==> src/rtl/sobel_hls_deadlock_pkg.sv <==
// Shared types and default sizing for the Sobel HLS deadlock reporter.
package sobel_hls_deadlock_pkg;

  typedef enum logic [1:0] {
    ST_IDLE   = 2'd0,
    ST_WATCH  = 2'd1,
    ST_REPORT = 2'd2,
    ST_HOLD   = 2'd3
  } state_t;

  localparam int DEF_THRESHOLD = 16;
  localparam int DEF_CNT_W     = 32;
  localparam int RUN_W         = 16;

endpackage

==> src/rtl/sobel_hls_deadlock_reporter.sv <==
// Turns a persistent deadlock flag from the sobel_inst monitor into one
// timestamped, handshaked report carrying the blocked-channel/idle snapshot.
//
//  state     | meaning
//  ----------+-----------------------------------------------------------
//  ST_IDLE   | no deadlock suspected, run count zero
//  ST_WATCH  | block seen high, counting consecutive high cycles
//  ST_REPORT | report_valid high, payload frozen until report_ready
//  ST_HOLD   | report consumed, deadlock sticky until clear
module sobel_hls_deadlock_reporter
  import sobel_hls_deadlock_pkg::*;
#(
  parameter int THRESHOLD = DEF_THRESHOLD,
  parameter int CNT_W     = DEF_CNT_W
) (
  input  logic             clock,
  input  logic             reset,
  input  logic             block,
  input  logic [2:0]       axis_block_sigs,
  input  logic [2:0]       inst_idle_sigs,
  input  logic             clear,
  output logic             report_valid,
  input  logic             report_ready,
  output logic [2:0]       report_chan,
  output logic [2:0]       report_idle,
  output logic [CNT_W-1:0] report_time,
  output logic             deadlock
);

  localparam logic [RUN_W-1:0] THR_M1 = RUN_W'(THRESHOLD - 1);

  state_t           state_q, state_d;
  logic [RUN_W-1:0] run_q, run_d;
  logic [CNT_W-1:0] ts_q;
  logic [2:0]       chan_q, idle_q;
  logic [CNT_W-1:0] time_q;
  logic             capture;

  always_comb begin
    state_d = state_q;
    run_d   = run_q;
    capture = 1'b0;
    if (clear) begin
      state_d = ST_IDLE;
      run_d   = '0;
    end else begin
      case (state_q)
        ST_IDLE: begin
          if (block) begin
            run_d = RUN_W'(1);
            if (THRESHOLD == 1) begin
              state_d = ST_REPORT;
              capture = 1'b1;
            end else begin
              state_d = ST_WATCH;
            end
          end
        end
        ST_WATCH: begin
          if (!block) begin
            state_d = ST_IDLE;
            run_d   = '0;
          end else if (run_q == THR_M1) begin
            state_d = ST_REPORT;
            capture = 1'b1;
            run_d   = run_q + RUN_W'(1);
          end else begin
            run_d = run_q + RUN_W'(1);
          end
        end
        ST_REPORT: begin
          if (report_ready) state_d = ST_HOLD;
        end
        ST_HOLD: ;
        default: state_d = ST_IDLE;
      endcase
    end
  end

  // Payload registers change only on the transition into REPORT.
  always_ff @(posedge clock) begin
    if (reset) begin
      state_q <= ST_IDLE;
      run_q   <= '0;
      ts_q    <= '0;
      chan_q  <= '0;
      idle_q  <= '0;
      time_q  <= '0;
    end else begin
      state_q <= state_d;
      run_q   <= run_d;
      ts_q    <= ts_q + CNT_W'(1);
      if (capture) begin
        chan_q <= axis_block_sigs;
        idle_q <= inst_idle_sigs;
        time_q <= ts_q;
      end
    end
  end

  assign report_valid = (state_q == ST_REPORT);
  assign deadlock     = (state_q == ST_HOLD);
  assign report_chan  = chan_q;
  assign report_idle  = idle_q;
  assign report_time  = time_q;

endmodule

==> config.mk <==
export PLATFORM = sky130hd
export DESIGN_NAME = sobel_hls_deadlock_reporter
export DESIGN_NICKNAME = d
export VERILOG_FILES = /design/src/rtl/sobel_hls_deadlock_pkg.sv /design/src/rtl/sobel_hls_deadlock_reporter.sv
export SDC_FILE = /design/constraint.sdc
export NUM_CORES = 1
export LEC_CHECK = 0
export ABC_AREA = 1
export CORE_MARGIN = 5
export CORE_UTILIZATION = 60
export DETAILED_ROUTE_END_ITERATION = 16
export GPL_ROUTABILITY_DRIVEN = 0
export HOLD_SLACK_MARGIN = 0.12
export PLACE_DENSITY = 0.85
export SETUP_SLACK_MARGIN = 0.3
export SLEW_MARGIN = 20
export SYNTH_ARGS = -nofsm -noshare
export SYNTH_HDL_FRONTEND = slang
export SYNTH_SLANG_ARGS = --single-unit
==> constraint.sdc <==
create_clock -name clock -period 2.3 [get_ports clock]
set_input_delay 0.46 -clock clock [delete_from_list [all_inputs] [get_ports clock]]
set_output_delay 0.46 -clock clock [all_outputs]
set_load 0.05 [all_outputs]
Figure 1. Gate families picked out.
Scale: 4 px per um.
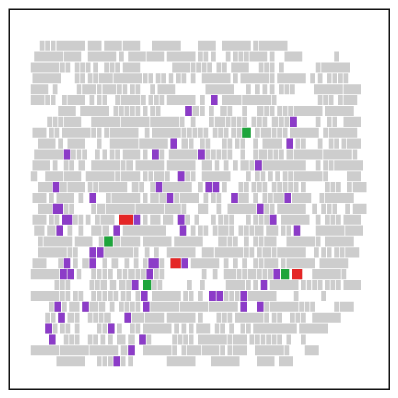
| colour | family | cells |
|---|---|---|
| red | AND-OR and OR-AND gates | 3 |
| purple | inverting AOI/OAI gates | 57 |
| green | AND and OR gates | 4 |

Figure 2. Cell sizes after repair.
Scale: 4 px per um.
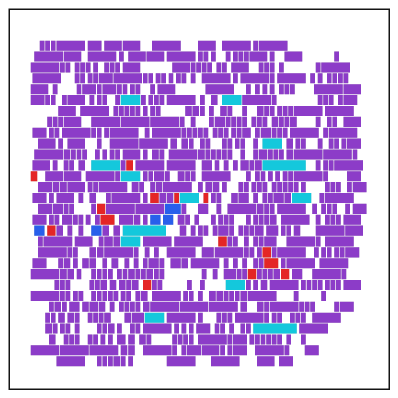
| colour | size | cells |
|---|---|---|
| purple | _0 and _1 cells | 696 |
| red | _2 cells | 14 |
| cyan | _6 and larger | 13 |
| blue | _3 and _4 cells | 5 |

Figure 3. Track usage over the die.
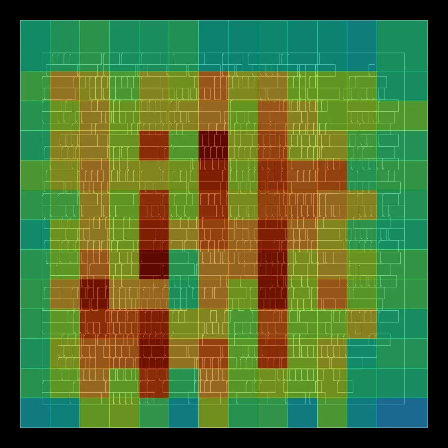
met3 GRT Util: 0.0510
routed len/inst: 11.7 um
Final Util: 0.750
most crowded layer after global routing: met2

==> flow_metrics.tcl <==
# yosys + openroad results
set metrics [dict create \
    status "finished clean" \
    dp_worst_setup_slack_ps 293 \
    clk_latency_ps 360 \
    syn_area_mm2 0.00429 \
    relSlewSlack 0.654 \
    fin_skew_ps 9.80 \
    highest_layer "met4" \
    rsz0062_at_grt "false" \
    tool_warnings 31 \
    hold_path.class "reg2reg" \
    topCellsByArea "dfxtp_1 41%, nand2_1 19%, nor2_1 14%, inv_1 6.6%, a21oi_1 4.4%" \
    cts_sinks 88 \
    crit_buf_inv 1 \
    numCtsBuffers 9 \
    dr.pass1.iters 5 \
    timing.final.crit_share 0.846 \
    period_minus_slack_ps 1950 \
    vias 4218 \
    die_y_um 94.6 \
    crit_path_max_incr_delay_ps 800 \
    wl_met3_um 576 \
    timing.critical_path.from_type "register" \
    grt_max_degree 57 \
    ir_drop_mv 0.378 \
    crit_type "reg2out" \
    design_area_mm2 0.00515 \
    ys_cells 676 \
    grtUsageTotal 0.230 \
    diodes 0 \
    cts_tree "done" \
    synth_cells 676 \
    drive_above_1_share 0.0440 \
    synthesis.nets 694 \
    io_pins 51 \
    ys.flops 88 \
    synth-edff-count 0 \
    p_leak_nw 2.68 \
    cts-hold-fix-buffers 0 \
    wl_mm 9.67 \
    fp_util 0.625 \
    grt_pass1_wl_mm 16.6 \
]
Figure 4. Placed cells, one colour a class.
Scale: 4 px per um. Fill, decap, tap and diode cells in grey.
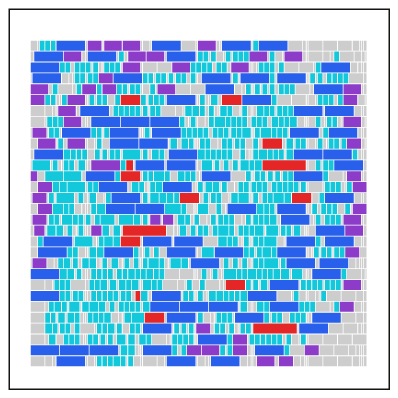
| colour | class | cells | share of their area |
|---|---|---|---|
| cyan | combinational and other logic | 571 | 49% |
| blue | flops | 88 | 35% |
| purple | other buffers and delay cells | 55 | 12% |
| red | clock drivers and dummy loads | 14 | 4.4% |

Figure 5. The metal 3 layer.
Scale: 4 px per um.
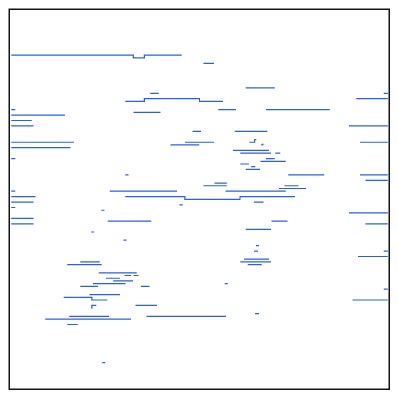
wire length on this layer: 576 um
longest straight run: 30.4 um
share of all routed wire: 6.0%
main direction: horizontal
nets with wire on the layer: 70

==> cells by family (layout without fill, tap and decap cells) <==
logic type	after synthesis	in the layout	synth area share
xor gates and xnor gates	5	5	0.0102
AOI/OAI and AO/OA	60	60	0.0740
adders and majority gates	7	7	0.0204
and+or+nand+nor	421	421	0.396
buffers and inverters	95	147	0.0892
DFF	88	88	0.410
==> area by class of cell <==
| type | count | area, um^2 | share of cell area |
|---|---|---|---|
| inverter | 78 | 293 | 0.0568 |
| sequential | 88 | 1760 | 0.342 |
| multi-input combinational | 493 | 2150 | 0.417 |
| timing repair buffer | 55 | 608 | 0.118 |
| tap | 96 | 120 | 0.0233 |
| clock inverter | 4 | 95.1 | 0.0184 |
| clock buffer | 10 | 128 | 0.0248 |
==> flip-flops by register name (all words and copies together), names as in the netlist <==
signal	count
report_time	32
ts_q	32
run_q	16
report_chan	3
report_idle	3
state_q	2
==> placed cells by master, fill, tap and decap left out, drive strengths merged, types with 8 or more instances in the layout <==
cell type / n
a21oi: 38
clkbuf: 11
clkdlybuf4s50: 23
dfxtp: 88
dlymetal6s2s: 25
inv: 78
nand2: 215
nand3: 23
nand3b: 8
nor2: 163
o21ai: 16
==> per-layer routing <==
| metal | global-route usage | vias up |
|---|---|---|
| met5 | 0 | - |
| met4 | 0.0901 | 0 |
| met3 | 0.0510 | 20 |
| met2 | 0.406 | 142 |
| met1 | 0.269 | 1894 |
| li1 | - | 2162 |
==> what timing repair did <==
item,4_1_cts,5_1_grt
cloned,0,0
setup endpoints to repair,2,30
resized,2,29
==> path summary, 6_finish.rpt <==
| kind | start | end | slack [ps] | cells after the start |
|---|---|---|---|---|
| setup / recovery | report_time[22]$_SDFFE_PP0P_ | report_time[22] | 350 | 1 |
| hold / removal | ts_q[31]$_SDFF_PP0_ | ts_q[31]$_SDFF_PP0_ | 490 | 2 |
| setup reg to reg | state_q[0]$_SDFFE_PP0P_ | run_q[2]$_SDFFE_PP0P_ | 530 | 8 |
| hold reg to reg | ts_q[31]$_SDFF_PP0_ | ts_q[31]$_SDFF_PP0_ | 490 | 2 |
==> power by group <==
part / internal [mW] / total [mW] / leakage (nW) / switching (mW)
Combinational: 0.0437 / 0.120 / 1.86 / 0.0765
Clock: 0.709 / 1.23 / 0.112 / 0.517
Sequential: 1.53 / 1.54 / 0.709 / 0.00851
==> through the flow <==
| stage | power, mW | hold slack (ps) |
|---|---|---|
| 6_report | 2.88 | 486 |
| 5_1_grt | 2.99 | 514 |
| 4_1_cts | 2.90 | 492 |
| 3_5_place_dp | 1.69 | 473 |
| 3_3_place_gp | 1.69 | 451 |
| 2_1_floorplan | 1.65 | 430 |
Power and IR drop assume default switching activity.
